===== src/rtl/dac_frame_sequencer.sv =====
// dac_frame_sequencer: converts N-bit two's-complement filter results into 8-bit
// offset-binary DAC codes and shifts each one out as a 16-bit SPI frame
// {CMD, code, 4'b0000}, MSB first. A one-entry holding buffer lets the next
// sample arrive while the current frame is still being shifted out.
module dac_frame_sequencer #(
    parameter int         N   = 16,
    parameter int         DIV = 2,
    parameter logic [3:0] CMD = 4'b0011
) (
    input  logic         clk,
    input  logic         reset,
    input  logic [N-1:0] din,
    input  logic         din_valid,
    output logic         din_ready,
    output logic         dac_cs_n,
    output logic         dac_sclk,
    output logic         dac_sdo,
    output logic         busy,
    output logic         frame_done,
    output logic         overrun,
    output logic [7:0]   last_code
);

    localparam int            CW       = (DIV > 1) ? $clog2(DIV) : 1;
    localparam logic [CW-1:0] CNT_LAST = CW'(DIV - 1);

    typedef enum logic [2:0] {
        S_IDLE,
        S_SETUP,
        S_SHIFT,
        S_END,
        S_GAP
    } state_t;

    state_t        state_q, state_d;
    logic [CW-1:0] cnt_q, cnt_d;
    logic [3:0]    bit_q, bit_d;
    logic [15:0]   shift_q, shift_d;
    logic          buf_full_q, buf_full_d;
    logic [7:0]    buf_code_q, buf_code_d;
    logic          cs_n_q, cs_n_d;
    logic          sclk_q, sclk_d;
    logic          busy_q, busy_d;
    logic          frame_done_q, frame_done_d;
    logic          overrun_q, overrun_d;
    logic [7:0]    last_code_q, last_code_d;

    logic          accept;
    logic          cnt_wrap;
    logic [7:0]    din_code;

    // Offset-binary reduction: flip the sign bit, keep the top 8 bits.
    assign din_code = {~din[N-1], din[N-2:N-8]};
    assign accept   = din_valid & ~buf_full_q;
    assign cnt_wrap = (cnt_q == CNT_LAST);

    // Bits below the top eight are intentionally discarded.
    if (N > 8) begin : g_lsbs
        logic unused_lsbs;
        assign unused_lsbs = ^din[N-9:0];
    end

    // Next-state computation for buffer, frame FSM and all registered outputs.
    always_comb begin
        state_d      = state_q;
        cnt_d        = cnt_q;
        bit_d        = bit_q;
        shift_d      = shift_q;
        buf_full_d   = buf_full_q;
        buf_code_d   = buf_code_q;
        cs_n_d       = cs_n_q;
        sclk_d       = sclk_q;
        busy_d       = busy_q;
        last_code_d  = last_code_q;
        frame_done_d = 1'b0;
        overrun_d    = din_valid & buf_full_q;

        if (accept) begin
            buf_full_d = 1'b1;
            buf_code_d = din_code;
        end

        case (state_q)
            S_IDLE: begin
                // The buffer never accepts while full, so freeing here cannot
                // collide with a same-edge accept.
                if (buf_full_q) begin
                    state_d     = S_SETUP;
                    buf_full_d  = 1'b0;
                    shift_d     = {CMD, buf_code_q, 4'b0000};
                    cs_n_d      = 1'b0;
                    sclk_d      = 1'b0;
                    busy_d      = 1'b1;
                    last_code_d = buf_code_q;
                    cnt_d       = '0;
                end
            end
            S_SETUP: begin
                if (cnt_wrap) begin
                    cnt_d   = '0;
                    state_d = S_SHIFT;
                    sclk_d  = 1'b1;
                    bit_d   = 4'd0;
                end else begin
                    cnt_d = cnt_q + 1'b1;
                end
            end
            S_SHIFT: begin
                if (cnt_wrap) begin
                    cnt_d = '0;
                    if (sclk_q) begin
                        // Falling sclk: present the next bit for the next rise.
                        sclk_d  = 1'b0;
                        shift_d = {shift_q[14:0], 1'b0};
                    end else if (bit_q == 4'd15) begin
                        state_d      = S_END;
                        cs_n_d       = 1'b1;
                        frame_done_d = 1'b1;
                        shift_d      = '0;
                    end else begin
                        sclk_d = 1'b1;
                        bit_d  = bit_q + 4'd1;
                    end
                end else begin
                    cnt_d = cnt_q + 1'b1;
                end
            end
            S_END: begin
                state_d = S_GAP;
                cnt_d   = '0;
            end
            S_GAP: begin
                if (cnt_wrap) begin
                    cnt_d   = '0;
                    state_d = S_IDLE;
                    busy_d  = 1'b0;
                end else begin
                    cnt_d = cnt_q + 1'b1;
                end
            end
            default: begin
                state_d = S_IDLE;
            end
        endcase
    end

    // State register with synchronous reset; reset aborts any frame in flight.
    always_ff @(posedge clk) begin
        if (reset) begin
            state_q      <= S_IDLE;
            cnt_q        <= '0;
            bit_q        <= 4'd0;
            shift_q      <= '0;
            buf_full_q   <= 1'b0;
            buf_code_q   <= 8'h00;
            cs_n_q       <= 1'b1;
            sclk_q       <= 1'b0;
            busy_q       <= 1'b0;
            frame_done_q <= 1'b0;
            overrun_q    <= 1'b0;
            last_code_q  <= 8'h80;
        end else begin
            state_q      <= state_d;
            cnt_q        <= cnt_d;
            bit_q        <= bit_d;
            shift_q      <= shift_d;
            buf_full_q   <= buf_full_d;
            buf_code_q   <= buf_code_d;
            cs_n_q       <= cs_n_d;
            sclk_q       <= sclk_d;
            busy_q       <= busy_d;
            frame_done_q <= frame_done_d;
            overrun_q    <= overrun_d;
            last_code_q  <= last_code_d;
        end
    end

    assign din_ready  = ~buf_full_q;
    assign dac_cs_n   = cs_n_q;
    assign dac_sclk   = sclk_q;
    assign dac_sdo    = shift_q[15];
    assign busy       = busy_q;
    assign frame_done = frame_done_q;
    assign overrun    = overrun_q;
    assign last_code  = last_code_q;

endmodule


===== config.mk =====
export PLATFORM = sky130hd
export DESIGN_NAME = dac_frame_sequencer
export DESIGN_NICKNAME = d
export VERILOG_FILES = /design/src/rtl/dac_frame_sequencer.sv
export SDC_FILE = /design/constraint.sdc
export NUM_CORES = 1
export LEC_CHECK = 0
export CORE_ASPECT_RATIO = 1.5
export CORE_MARGIN = 3
export CORE_UTILIZATION = 40
export DETAILED_ROUTE_END_ITERATION = 8
export SLEW_MARGIN = 25
export SYNTH_ARGS = -nofsm -noshare
export SYNTH_HDL_FRONTEND = slang
export SYNTH_SLANG_ARGS = --single-unit

===== constraint.sdc =====
create_clock -name clk -period 2.2 [get_ports clk]
set_clock_uncertainty 0.1 [all_clocks]
set_input_delay 0.33 -clock clk [delete_from_list [all_inputs] [get_ports clk]]
set_output_delay 0.33 -clock clk [all_outputs]
set_load 0.005 [all_outputs]

==> metrics.cfg, run 1 <==
[outcome]
status = completed

[job]
drv_cap = 0
tool_warnings = 34

[grt]
antenna_found_initial = 0
use_met1 = 0.199
use_met2 = 0.280
grt_pass1_wl_mm = 6.91
grt_usage = 0.166
grt_remaining_overflow = 0
grt-busiest-layer = met2
use_met3 = 0.0434
grt_start_max_net_pins = 44

[synthesis]
mappedNetlistArea_um2 = 1850
synth.top_cells.by_count = dfxtp_1 (42), nand2_1 (42), a21oi_1 (22)
synth_top_area_share = 0.456
synth-cells-yosys = 216
postSynthCellCount = 216
synth.distinct_cells = 37
synth_seq_share = 0.456
syn-num-nets = 236
top_area_cell = dfxtp_1
ys_chip_area_um2 = 1850
dominantRegCellSynth = dfxtp_1
synth-seq-cells = 42
synth-warning-count = 0
async_reset_ff_frac = 0
syn_avg_cell_area_um2 = 8.54

[critical_path]
worstPathMaxFanout = 24
cp.required_ns = 2.31
start_kind = flop
path_depth = 6
rrSetupSlack_ns = 0.21
slowest_delay_ns = 0.43
rr_worst_depth = 6
critPathKind = reg -> reg
crit_arrival_ns = 2.10
endpoint = shift_q[9]
crit_start = bit_q[0]
rr_endpoint = shift_q[9]
worstPathBufferInverterCount = 1
rr_startpoint = bit_q[0]
worstSetupEndpointType = flop

[pwr]
power-top-group = sequential cells
p_seq_frac = 0.459
p_sw_uw = 416
p_comb_frac = 0.127
comb-power_uw = 231
swShare = 0.229
power_leakage_nw = 0.770
p_total_mw = 1.81
power_frac_clock = 0.414
power_per_cell_area_nw_per_um2 = 782
intPower_mw = 1.40
seq_cell_power_uw = 832
peakVddDrop_mv = 0.413

[clocking]
clock_sinks = 42
cts_setup_buffers = 0
htreeDepth = 2
clock.latency.late_pin_ns = 0.29
cts-root-buf = clkbuf_8
holdBufCountCts = 0
ctsResizeCount = 0
cts_buffer_depth = 2
clkTransAtPathRegs_ns = 0.08
cts_tree = yes

[cells_and_area]
fillers = 426
n_antenna_cell = 0
stdcell_area_um2 = 2320
largest_register_ffs = 12
logic_area_um2 = 917
drive_above_1_share = 0.119
inverters = 1
syn_to_final_growth_pct = 25.7
clkCellAreaFrac = 0.0615
comb_cells = 156
final-nonclk-buf-share = 0.154
regArea_um2 = 841
nNetsFinal = 262
clock_buffers = 6

[floorplan]
dieArea_um2 = 5480
fp-row-count = 29
core_util_floorplan = 0.424
die_w_um = 61.5
io_pins = 34
die_y_um = 89.2
design.core.area_um2 = 4350

[timing]
setup_ws_ns = 0.207
finalCritPeriodShare = 0.906
worstMarginPinSlew_ns = 0.404
fmax_mhz = 502
layout_min_cycle_time_ns = 1.99
hold_slack_ns = 0.355
slew_headroom = 0.723
setup_viol = 0
fin_setup_tns_ns = 0
hold_viol_final = 0
slew_viol_final = 0

[drt]
highest_layer = met4
wl_met2_mm = 2.01
wl_met3_um = 119
ant_nets = 0
initialDrtViolationCount = 56
vias_per_cell = 5.52
avgRoutedWirePerCell_um = 13.7
dr.pass1.iters = 4
drc = 0
drt-met1-wl_mm = 1.78
num_vias = 1594

[place]
dp_cells = 281
dpl-instance-area_um2 = 2180
port_buffers = 25
pre_cts_ws_ns = 0.220
hpwl_mm = 2.76

[hold_path]
hold_depth = 2
hp-class = reg -> reg
holdCritStartpoint = last_code[6]

==> run 1: cells in the final DEF (no fill, tap or decap), types with 4 or more instances in the layout <==
cell / count
a211oi_1: 4
clkdlybuf4s50_1: 25
a21oi_1: 22
dfxtp_1: 42
nand2b_1: 6
nor3_1: 4
o21ai_0: 5
nand3_1: 10
buf_4: 9
a311oi_2: 6
nand3b_1: 5
clkbuf_8: 6
nor2_1: 19
nand2_1: 42
==> run 1: cell families (layout without fill, tap and decap cells) <==
family / count (synthesis) / count (layout) / synth area share
AND-OR/OR-AND: 51 / 51 / 0.210
multiplexers: 4 / 4 / 0.0224
flip-flops: 42 / 42 / 0.456
buffers and inverters: 18 / 45 / 0.0475
AND/OR/NAND/NOR: 100 / 100 / 0.258
adder cells (fa/ha/maj): 1 / 1 / 0.00678
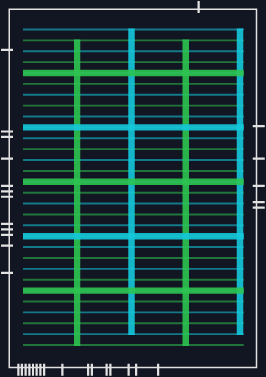
**Above:** run 1 (supply network).
Scale: 4 px per µm. Pins as bars on the die edge.
Key: cyan = VDD; green = VSS
30 met1 rails follow the rows. 5 straps on met5.

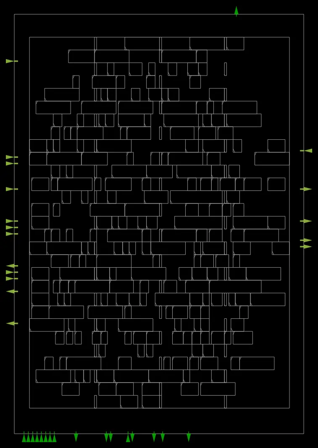
**Above:** run 1 (placed standard cells).
Final Non-Filler Cells: 289
registers: 42
Layout Utilization: 0.533
Seq/total area: 0.362
n_taps: 46

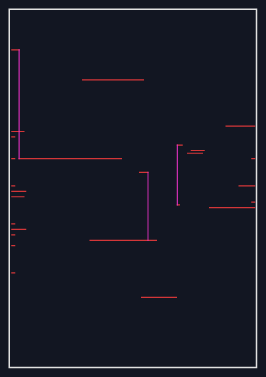
**Above:** run 1 (routed metal, one colour a layer).
Scale: 4 px per µm. Only two layers are drawn.
Key: magenta = met4 [wire length 59.2 µm]; red = met3 [wire length 120 µm]

==> run 2, diff against run 1 <==
Settings changed: CAP_MARGIN set to 30, CTS_BUF_LIST set to sky130_fd_sc_hd__clkbuf_8, PLACE_DENSITY set to 0.75.
==> run 2 against run 1 <==
Against the previous run:
- die size did not move
- cell count fell by 0.35%
- area after synthesis did not move
- sequential share of layout area rose by 0.64 points
- non-clock buffer count fell by 1
- clock power fell by 19%
- maximum frequency fell by 2.4%
- first-iteration DRC count rose by 7.1%
- combinational power barely moved
- core utilization fell by 0.92 points
- count of clock-buffer cells in the layout fell by 1
- critical path type unchanged
==> metrics.cfg, run 2 <==
[timing]
hold_slack_ns = 0.359  ; +0.00360 ns
slew_viol_final = 0  ; unchanged
setup_viol = 0  ; unchanged
worstMarginPinSlew_ns = 0.489  ; +0.0854 ns
slew_headroom = 0.673  ; -0.0496
fmax_mhz = 490  ; -2.4%
fin_setup_tns_ns = 0  ; unchanged
hold_viol_final = 0  ; unchanged
layout_min_cycle_time_ns = 2.04  ; +0.0488 ns
finalCritPeriodShare = 0.928  ; +0.0222

[synthesis]
synth_top_area_share = 0.456  ; unchanged
synth-seq-cells = 42  ; unchanged
ys_sh_mux = 0.0224  ; unchanged
mappedNetlistArea_um2 = 1850  ; unchanged
syn_avg_cell_area_um2 = 8.54  ; unchanged
ys_chip_area_um2 = 1850  ; unchanged
synth_seq_share = 0.456  ; unchanged
synth-cells-yosys = 216  ; unchanged
postSynthCellCount = 216  ; unchanged
yosys.area_share.aoi = 0.209  ; unchanged
synth.top_cells.by_count = dfxtp_1 (42), nand2_1 (42), a21oi_1 (22)
synth-warning-count = 0  ; unchanged
logic_family = simple AND/OR/NAND/NOR gates
synth.distinct_cells = 37  ; unchanged
syn-num-nets = 236  ; unchanged
fa_ha_area_frac = 0.00678  ; unchanged
top_area_cell = dfxtp_1
ys_sh_simple = 0.258  ; unchanged
async_reset_ff_frac = 0  ; unchanged
xor_share = 0  ; unchanged

[drt]
initialDrtViolationCount = 60  ; +7.1%
avgRoutedWirePerCell_um = 13.7  ; -0.41%
dr.pass1.iters = 4  ; unchanged
wl_met2_mm = 1.86  ; -7.5%
drt-met1-wl_mm = 1.83  ; +2.5%
ant_nets = 0  ; unchanged
highest_layer = met4
num_vias = 1567  ; -1.7%

[critical_path]
rrSetupSlack_ns = 0.16  ; -0.05 ns
cp.required_ns = 2.31  ; about the same
path_depth = 6  ; unchanged
rr_startpoint = bit_q[0]
worstSetupEndpointType = flop
slowest_delay_ns = 0.46  ; +0.03 ns
crit_arrival_ns = 2.15  ; +0.05 ns
critPathKind = reg -> reg
worstPathBufferInverterCount = 1  ; unchanged
rr_worst_depth = 6  ; unchanged
endpoint = shift_q[7]
crit_start = bit_q[0]
rr_endpoint = shift_q[7]

[place]
port_buffers = 25  ; unchanged

[floorplan]
dieArea_um2 = 5480  ; unchanged
die_y_um = 89.2  ; unchanged
design.core.area_um2 = 4350  ; unchanged
io_pins = 34  ; unchanged
die_w_um = 61.5  ; unchanged
core_util_floorplan = 0.424  ; unchanged
fp-row-count = 29  ; unchanged

[cells_and_area]
lay_top_cells = nand2_1 (42), dfxtp_1 (42), clkdlybuf4s50_1 (25), a21oi_1 (22), nor2_1 (19)
nNetsFinal = 261  ; -0.38%
syn_to_final_growth_pct = 23.5
drive_above_1_share = 0.112  ; -0.00777
largest_register_ffs = 12  ; unchanged
fillers = 421  ; -1.2%

[clocking]
clkTransAtPathRegs_ns = 0.08  ; about the same
cts_buffer_depth = 2  ; unchanged
clock.latency.late_pin_ns = 0.30  ; about the same
ctsResizeCount = 0  ; unchanged
cts_setup_buffers = 0  ; unchanged
cts-root-buf = clkbuf_8
cts_tree = yes
clock_sinks = 42  ; unchanged
holdBufCountCts = 0  ; unchanged
htreeDepth = 2  ; unchanged

[pwr]
seq_cell_power_uw = 835  ; about the same
power-top-group = sequential cells
swShare = 0.254  ; +0.0242
power_leakage_nw = 0.748  ; -2.8%
peakVddDrop_mv = 0.554  ; +34%
comb-power_uw = 228  ; about the same
intPower_mw = 1.25  ; -11%
p_sw_uw = 424  ; +1.8%
p_seq_frac = 0.500  ; +0.041
power_frac_clock = 0.364  ; -0.050
p_comb_frac = 0.136  ; +0.009

[grt]
use_met1 = 0.192  ; -0.00659
grt_pass1_wl_mm = 6.47  ; -6.4%
use_met3 = 0.0434  ; unchanged
antenna_found_initial = 0  ; unchanged
grt_usage = 0.159  ; -0.00764
grt-busiest-layer = met2
grt_start_max_net_pins = 44  ; unchanged
use_met2 = 0.251  ; -0.0289

[outcome]
status = completed

[job]
tool_warnings = 34  ; unchanged
drv_cap = 0  ; unchanged

[hold_path]
hold_depth = 2  ; unchanged
holdCritStartpoint = last_code[3]

[run 2: cell counts after synthesis]
Identical to the previous run, type by type.
[run 2: stage by stage]
stage	power (mW)	worst slack (ns)	utilization	cells	cell area (µm²)
final	1.67	0.158	0.524	288	2280
after global routing	1.74	0.0121	0.524	288	2280
after CTS	1.68	0.167	0.524	288	2280
after detailed placement	1.08	0.188	0.498	280	2170
after global placement	1.08	0.231	0.498	280	2170
after floorplan	0.986	0.354	-	216	1850
[run 2: layout make-up]
class	count	area (µm²)	share of cell area
Sequential cell	42	841	0.369
Tap cell	46	57.6	0.0252
Clock buffer	5	68.8	0.0302
Inverter	1	3.75	0.00165
Clock inverter	3	41.3	0.0181
Timing Repair Buffer	35	350	0.154
Multi-Input combinational cell	156	917	0.402
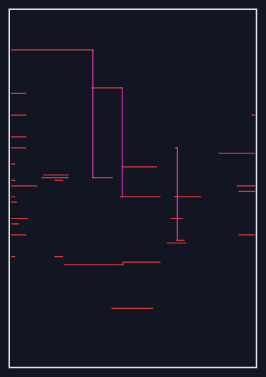
**Above:** run 2 (routed metal, one colour a layer).
Scale: 4 px per µm. Only two layers are drawn.
Key: magenta = met4 [wire length 82.3 µm]; red = met3 [wire length 172 µm]

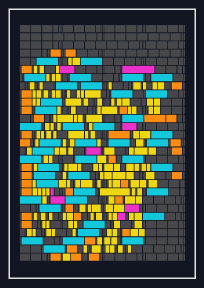
**Above:** run 2 (cell classes on the final placement).
Scale: 3 px per µm. Fill, decap, tap and diode cells in grey.
Key: orange = other buffers and delay cells [cells 35, share of their area 16%]; cyan = flops [cells 42, share of their area 38%]; magenta = clock drivers and dummy loads [cells 8, share of their area 5.0%]; yellow = all other logic [cells 157, share of their area 41%]

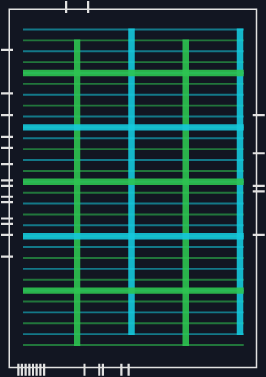
**Above:** run 2 (supply network).
Scale: 4 px per µm. Pins as bars on the die edge.
Key: cyan = VDD; green = VSS
4 straps on met4. The core has 29 rows. 34 signal pins sit on the boundary. 5 straps on met5.

No activity file was given, so power comes from the tool's default toggle rates.
